metal_stack.png
Scale: 4 px per micron. Only two layers are drawn.
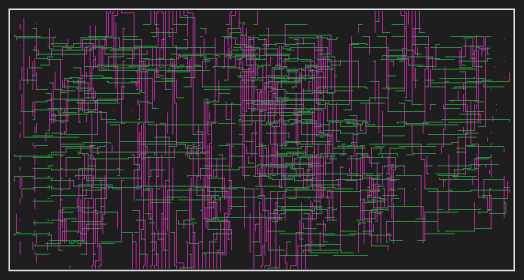
final_placement.png
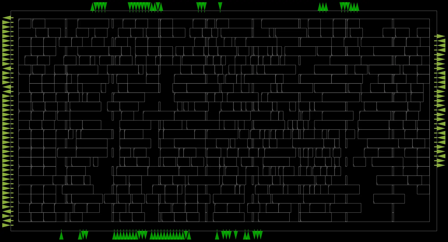
zoom.png
Region (43, 12) to (83, 52) microns. Cells in grey, sequential cells in the stronger grey; small squares are vias.
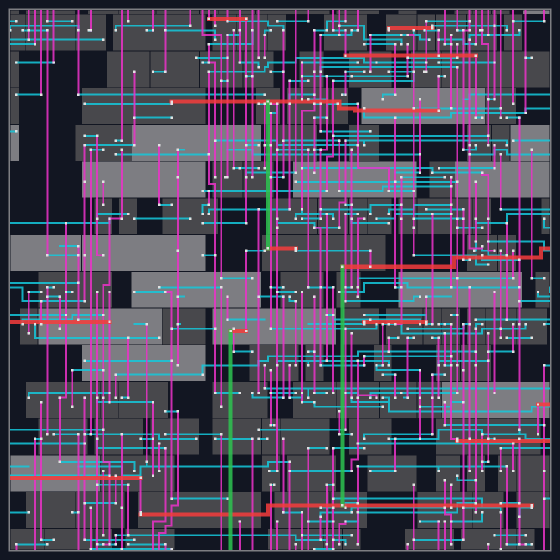
`config.mk`:
```
export PLATFORM = sky130hd
export DESIGN_NAME = sort_cmd_arbiter
export DESIGN_NICKNAME = d
export VERILOG_FILES = /design/src/rtl/sort_cmd_arbiter.sv
export SDC_FILE = /design/constraint.sdc
export NUM_CORES = 1
export LEC_CHECK = 0
export CORE_ASPECT_RATIO = 0.5
export CORE_MARGIN = 2
export CORE_UTILIZATION = 45
export CTS_CLUSTER_SIZE = 14
export DETAILED_ROUTE_END_ITERATION = 6
export PLACE_DENSITY_LB_ADDON = 0.2
export SKIP_LAST_GASP = 1
export SYNTH_ARGS = -nofsm -noshare
export SYNTH_HDL_FRONTEND = slang
export SYNTH_SLANG_ARGS = --single-unit
export TNS_END_PERCENT = 10
```
`constraint.sdc`:
```
create_clock -name clk -period 4.7 [get_ports clk]
set_clock_uncertainty 0.05 [all_clocks]
set_input_delay 1.175 -clock clk [delete_from_list [all_inputs] [get_ports clk]]
set_output_delay 1.175 -clock clk [all_outputs]
set_load 0.005 [all_outputs]
```
`src/rtl/sort_cmd_arbiter.sv`:
```
// sort_cmd_arbiter: round-robin front end for one shared insertion-sort engine.
// Optional build macro: SORT_ARB_AUTOSORT_EN (adds an automatic sort pass after
// every successful push before the push is acknowledged).
//
// Handshake: a requester raises req[i] with req_op/req_din stable and holds
// them until ack[i] pulses for one cycle (err and rd_data are valid in that
// same cycle). The requester is ignored in the idle cycle right after its ack,
// so it must drop req or re-request later. Engine commands are level signals
// that the engine edge-detects; a command is held until s_idle falls and is
// followed by a quiet gap so the engine's edge history sees a clean low.
module sort_cmd_arbiter #(
  parameter int NREQ = 4,
  parameter int DW   = 16,
  parameter int TMO  = 64
) (
  input  logic                 clk,
  input  logic                 rstn,
  input  logic [NREQ-1:0]      req,
  input  logic [2*NREQ-1:0]    req_op,
  input  logic [DW*NREQ-1:0]   req_din,
  output logic [NREQ-1:0]      ack,
  output logic                 err,
  output logic [DW-1:0]        rd_data,
  output logic                 busy,
  output logic                 s_push,
  output logic                 s_pop,
  output logic                 s_clear,
  output logic                 s_sort,
  output logic [DW-1:0]        s_din,
  input  logic [DW-1:0]        s_dout,
  input  logic                 s_full,
  input  logic                 s_empty,
  input  logic                 s_idle,
  output logic [2:0]           dbg_state
);

  localparam int IW = $clog2(NREQ);
  localparam int WW = $clog2(TMO);

  localparam logic [1:0] OP_PUSH  = 2'b00;
  localparam logic [1:0] OP_POP   = 2'b01;

  typedef enum logic [2:0] {
    S_IDLE    = 3'd0,
    S_CHECK   = 3'd1,
    S_ASSERT  = 3'd2,
    S_RELEASE = 3'd3,
    S_GAP     = 3'd4,
    S_ACK     = 3'd5
  } state_t;

  state_t          r_state;
  logic [IW-1:0]   r_last;
  logic [IW-1:0]   r_gnt;
  logic [1:0]      r_op;
  logic [NREQ-1:0] r_mask;
  logic [WW-1:0]   r_wd;
  logic            r_gap;
  logic            r_timeout;
`ifdef SORT_ARB_AUTOSORT_EN
  logic            r_auto;
`endif

  logic [NREQ-1:0] w_req_m;
  logic            w_found;
  logic [IW-1:0]   w_gnt;
  logic            w_wd_exp;

  // Command line pattern {push, pop, clear, sort} for an op code.
  function automatic logic [3:0] f_lines(input logic [1:0] op);
    case (op)
      2'b00:   f_lines = 4'b1000;
      2'b01:   f_lines = 4'b0100;
      2'b10:   f_lines = 4'b0010;
      default: f_lines = 4'b0001;
    endcase
  endfunction

  // One-hot ack vector for a granted index.
  function automatic logic [NREQ-1:0] f_onehot(input logic [IW-1:0] idx);
    f_onehot = '0;
    f_onehot[idx] = 1'b1;
  endfunction

  assign busy      = (r_state != S_IDLE);
  assign dbg_state = r_state;
  assign w_wd_exp  = (r_wd == WW'(TMO - 1));

  // Round-robin pick: first unmasked request after the last winner, with wrap.
  always_comb begin
    w_req_m = req & ~r_mask;
    w_found = 1'b0;
    w_gnt   = '0;
    for (int k = 1; k <= NREQ; k++) begin
      if (!w_found && w_req_m[(int'(r_last) + k) % NREQ]) begin
        w_found = 1'b1;
        w_gnt   = IW'((int'(r_last) + k) % NREQ);
      end
    end
  end

  // Command sequencer: grant, pre-check, assert, release, gap, ack.
  always_ff @(posedge clk or negedge rstn) begin
    if (!rstn) begin
      r_state   <= S_IDLE;
      r_last    <= IW'(NREQ - 1);
      r_gnt     <= '0;
      r_op      <= '0;
      r_mask    <= '0;
      r_wd      <= '0;
      r_gap     <= 1'b0;
      r_timeout <= 1'b0;
`ifdef SORT_ARB_AUTOSORT_EN
      r_auto    <= 1'b0;
`endif
      ack       <= '0;
      err       <= 1'b0;
      rd_data   <= '0;
      s_din     <= '0;
      {s_push, s_pop, s_clear, s_sort} <= 4'b0000;
    end else begin
      ack <= '0;
      case (r_state)
        S_IDLE: begin
          r_mask <= '0;
          if (w_found && s_idle) begin
            r_gnt   <= w_gnt;
            r_op    <= req_op[2*int'(w_gnt) +: 2];
            s_din   <= req_din[DW*int'(w_gnt) +: DW];
            r_state <= S_CHECK;
          end
        end
        S_CHECK: begin
          r_timeout <= 1'b0;
`ifdef SORT_ARB_AUTOSORT_EN
          r_auto    <= 1'b0;
`endif
          if ((r_op == OP_PUSH && s_full) || (r_op == OP_POP && s_empty)) begin
            err     <= 1'b1;
            ack     <= f_onehot(r_gnt);
            r_state <= S_ACK;
          end else begin
            r_wd    <= '0;
            {s_push, s_pop, s_clear, s_sort} <= f_lines(r_op);
            r_state <= S_ASSERT;
          end
        end
        S_ASSERT: begin
          if (w_wd_exp) begin
            {s_push, s_pop, s_clear, s_sort} <= 4'b0000;
            r_timeout <= 1'b1;
            r_gap     <= 1'b0;
            r_state   <= S_GAP;
          end else begin
            r_wd <= r_wd + 1'b1;
            if (!s_idle) begin
              {s_push, s_pop, s_clear, s_sort} <= 4'b0000;
              r_state <= S_RELEASE;
            end
          end
        end
        S_RELEASE: begin
          if (w_wd_exp) begin
            r_timeout <= 1'b1;
            r_gap     <= 1'b0;
            r_state   <= S_GAP;
          end else begin
            r_wd <= r_wd + 1'b1;
            if (s_idle) begin
              r_gap   <= 1'b0;
              r_state <= S_GAP;
            end
          end
        end
        S_GAP: begin
          if (!r_gap) begin
            r_gap <= 1'b1;
          end else begin
`ifdef SORT_ARB_AUTOSORT_EN
            if (r_op == OP_PUSH && !r_timeout && !r_auto) begin
              // Successful push: run a sort pass before acknowledging.
              r_auto  <= 1'b1;
              r_wd    <= '0;
              {s_push, s_pop, s_clear, s_sort} <= 4'b0001;
              r_state <= S_ASSERT;
            end else begin
              err     <= r_timeout;
              ack     <= f_onehot(r_gnt);
              if (r_op == OP_POP) rd_data <= s_dout;
              r_state <= S_ACK;
            end
`else
            err     <= r_timeout;
            ack     <= f_onehot(r_gnt);
            if (r_op == OP_POP) rd_data <= s_dout;
            r_state <= S_ACK;
`endif
          end
        end
        S_ACK: begin
          err     <= 1'b0;
          r_last  <= r_gnt;
          r_mask  <= f_onehot(r_gnt);
          r_state <= S_IDLE;
        end
        default: r_state <= S_IDLE;
      endcase
    end
  end

endmodule

```
==> flow_metrics.env <==
# yosys + openroad results
export IMPL_clockPowerShare_pct=23.7
export IMPL_cts_root_buf="clkbuf_16"
export IMPL_powerSeq_mw=0.976
export IMPL_worstSetupEndpoint="s_din[10]$_DFFE_PN0P_"
export IMPL_nNonClkBuffers=144
export IMPL_comb_cells=208
export IMPL_timing_final_hold_violations=0
export IMPL_dr_first_iter_drc_count=98
export IMPL_antenna_found_initial=0
export IMPL_yosys_cell_types_count=54
export IMPL_cts_path_max_buffers=2
export IMPL_final_instance_count_excl_fill=534
export IMPL_top_cell_area_share_pct=44.91
export IMPL_relSlewSlack_pct=32.09
export IMPL_drive_gt1_share_pct=10.27
export IMPL_power_frac_comb_pct=43.9
export IMPL_port_buffers=141
export IMPL_nNetsFinal=531
export IMPL_core_sq_um=7267
export IMPL_layout_top_cell="clkdlybuf4s50_1"
export IMPL_cellLeakagePower_nw=2.178
export IMPL_power_internal_mw=1.982
export IMPL_mux_share_pct=19.46
export IMPL_power_top_group="combinational cells"
export IMPL_crit_fanout=18
export IMPL_hold_buffers=0
export IMPL_ant_nets=0
export IMPL_grt_start_max_net_pins=39
export IMPL_comb_cell_power_mw=1.32
export IMPL_regToRegStartpoint="dbg_state[0]$_DFFE_PN0P_"
export IMPL_power_frac_seq_pct=32.4
export IMPL_top_cell="dfrtp_1"
export IMPL_clock_buffers=9
export IMPL_p_per_area_nw_per_um2=593.3
export IMPL_fp_nets=392
export IMPL_setup_slack_ps=1525
export IMPL_path_clk_slew_ps=50
export IMPL_yosys_area_sq_um=3343
export IMPL_floorplan_core_util_pct=46.01
export IMPL_outcome="completed"
export IMPL_r2r_slack_ps=2050
Notes on metal_stack.png above:
Green is met1, wire length 3340 microns. Magenta is met2, wire length 4100 microns.
Overall Global Routing Usage: 21.04%
Routed wire per std cell: 15.31 microns
total number of vias: 2807
WL final: 8173 microns

Notes on final_placement.png above:
fin util: 69.94%
fillers: 534
flop share of the area: 30.58%
Site Rows: 22
flip-flops: 62

Notes on zoom.png above:
Red is met3. Magenta is met2. Green is met4. Cyan is met1.
Netlist names of flops here include dbg_state (3), r_gnt (2), r_last (2). Most frequent: nand2_1 (14), dfrtp_1 (12), clkdlybuf4s50_1 (10). Sequential cells in the window: 14. 120 logic cells have their middle in the window.

==> per-layer routing <==
metal	wire (microns)	GRT usage, %
met5	0	0
met4	66	5.907
met3	672	6.606
met2	4098	37.63
met1	3336	24.74
==> flip-flops by register name, summed over array words and instances (netlist names) <==
| register | cells |
|---|---|
| ack | 4 |
| dbg_state | 3 |
| err | 1 |
| r_gap | 1 |
| r_gnt | 2 |
| r_last | 2 |
| r_mask | 4 |
| r_op | 2 |
| r_timeout | 1 |
| r_wd | 6 |
| rd_data | 16 |
| s_clear | 1 |
| s_din | 16 |
| s_pop | 1 |
| s_push | 1 |
| s_sort | 1 |
==> critical path, stage by stage <==
cell and delay, ps:
clkdlybuf4s50_1 410, nand2b_1 170, nand4_1 130, nand3_1 340
nand2b_1 800, o221ai_1 260
